==> config.mk <==
export PLATFORM = sky130hd
export DESIGN_NAME = lc3_fetch_unit
export DESIGN_NICKNAME = d
export VERILOG_FILES = /design/src/rtl/lc3_pkg.sv /design/src/rtl/lc3_imm_decode.sv /design/src/rtl/lc3_fetch_unit.sv
export SDC_FILE = /design/constraint.sdc
export NUM_CORES = 1
export LEC_CHECK = 0
export ABC_CLOCK_PERIOD_IN_PS = 1900
export CAP_MARGIN = 20
export CORE_MARGIN = 1.5
export CORE_UTILIZATION = 38
export DETAILED_ROUTE_END_ITERATION = 10
export MAX_ROUTING_LAYER = met4
export PLACE_DENSITY = 0.76
export SYNTH_ARGS = -nofsm -noshare
export SYNTH_HDL_FRONTEND = slang
export SYNTH_SLANG_ARGS = --single-unit
==> constraint.sdc <==
create_clock -name clk -period 1.9 [get_ports clk]
set_clock_uncertainty 0.05 [all_clocks]
set_input_delay 0.57 -clock clk [delete_from_list [all_inputs] [get_ports clk]]
set_output_delay 0.57 -clock clk [all_outputs]
set_load 0.005 [all_outputs]
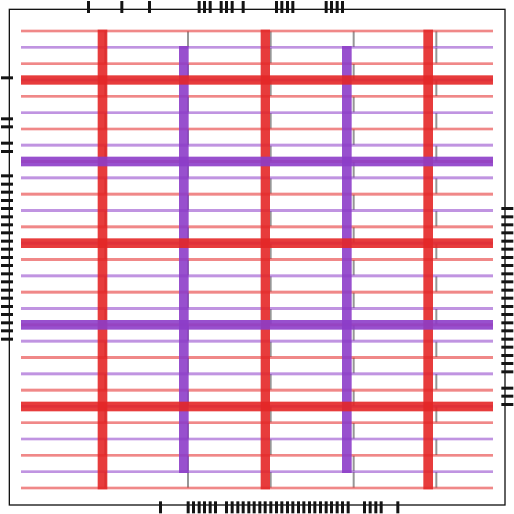
Figure 1: floorplan with the power grid.
Drawn at 6 px/um. Pins as bars on the die edge. Tap cells in gray.
[red] VSS
[purple] VDD
tap cells: 75
met1 rails: 29
signal pins: 103
Core ar.: 0.00599 mm^2
Die Y-Extent: 82.4 um
Die X: 82.4 um
VDD IR-drop max: 0.417 mV

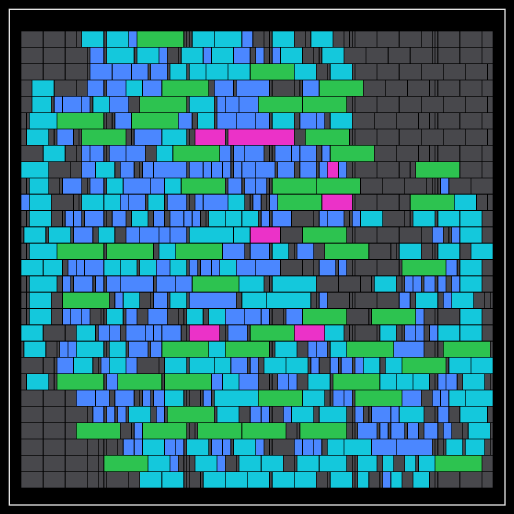
Figure 2: cell classes on the final placement.
Drawn at 6 px/um. Fill, decap, tap and diode cells in gray.
[blue] remaining logic cells | cells: 216
[cyan] remaining buffers and delay cells | cells: 158
[magenta] clock drivers and dummy loads | cells: 7
[green] sequential cells | cells: 49
final std cell area, no fill: 0.00401 mm^2
number of cell rows: 28

==> impl_metrics.toml <==
# physical design summary
[clocking]
htree_num_levels = 2
cts.path.max_buffers = 2
cts_tree = "yes"
cts-buffers-inserted = 5
ctsResizeCount = 49

[route]
drt_iter0_drc = 94
num_vias = 2570
vias_per_cell = 5.09
drt.antenna.violating_nets = 0

[floorplan]
dieArea_mm2 = 0.00679
ios = 103

[grt]
antenna_found_initial = 0
grt_max_degree = 30

[final_layout]
drive_gt1_share_pct = 24.2
antenna_cells = 0
stdcell_count = 505
n_fill_cell = 458
fin_nets = 468

[synthesis]
aoi_share_pct = 16.5
yosys_area_mm2 = 0.00239
syn_inst = 298
fp_nets = 336
synth_warnings = 0

[place]
gp_congestion = 0.877
io_buffers = 102
place_inst = 487

[worst_setup_path]
rrSetupSlack_ps = 50
path_depth = 5
crit_required_ps = 1280
worstPathCellList = "nand2b_4 -> a21oi_2 -> o32ai_2 -> a31o_2 -> buf_2"

[timing]
max_freq_ghz = 0.516
setup_viol = 1
hold_ws_ps = 408
setup_ws_ps = -39.8

[power_and_ir_drop]
total_power_mw = 2.45
clkPwrFrac_pct = 29.5

[run_status]
status = "finished with violations"
violations = "negative setup slack"

[worst_hold_path]
hold_depth = 2
[power by group through the flow]
stage          clock network (mW)  registers [mW]  logic (mW)
2_1_floorplan                   0            1.17       0.207
3_3_place_gp                    0            1.16       0.552
3_5_place_dp                    0            1.16       0.560
4_1_cts                     0.730            1.14       0.576
5_1_grt                     0.779            1.15       0.629
6_report                    0.724            1.14       0.583
[routing by layer]
metal / up-vias / share of wire [%] / GRT usage (%)
met1: 1184 / 43 / 27.1
met3: 13 / 6.1 / 4.62
met2: 87 / 49 / 36.7
met5: - / 0 / -
met4: 0 / 1.8 / 5.08
li1: 1286 / - / -
[worst register-to-register path: cells and delay by family, from the launching register on]
family | cells | cell delay, ps
compound gates | 1 | 280
fa+ha+maj | 1 | 220
simple gates | 2 | 530
flops | 1 | 340
buf+inv | 2 | 330
[cells by family after synthesis]
family | Yosys count
AND-OR/OR-AND | 60
flip-flops | 49
adder cells (fa/ha/maj) | 1
AND/OR/NAND/NOR | 125
buffers and inverters | 40
XOR/XNOR | 23
[area by class of cell]
class,instances,area (um^2),area share [%]
Timing Repair Buffer,158,1510,37.7
Clock buffer,5,68.8,1.71
Clock inverter,2,35.0,0.873
Sequential cell,49,1010,25.1
Inverter,7,26.3,0.655
Multi-Input combinational cell,209,1270,31.7
Tap cell,75,93.8,2.34
[cell usage after synthesis, types with 6 or more instances]
| cell type | instances | area, um^2 |
|---|---|---|
| a211oi_1 | 19 | 143 |
| a21oi_1 | 23 | 115 |
| buf_4 | 13 | 97.6 |
| clkbuf_1 | 13 | 48.8 |
| dfxtp_1 | 49 | 981 |
| inv_1 | 7 | 26.3 |
| nand2_1 | 49 | 184 |
| nor2_1 | 32 | 120 |
| nor3_1 | 6 | 30.0 |
| nor4_1 | 8 | 50.1 |
| xnor2_1 | 18 | 158 |
Power is estimated from default activity; no workload was simulated.
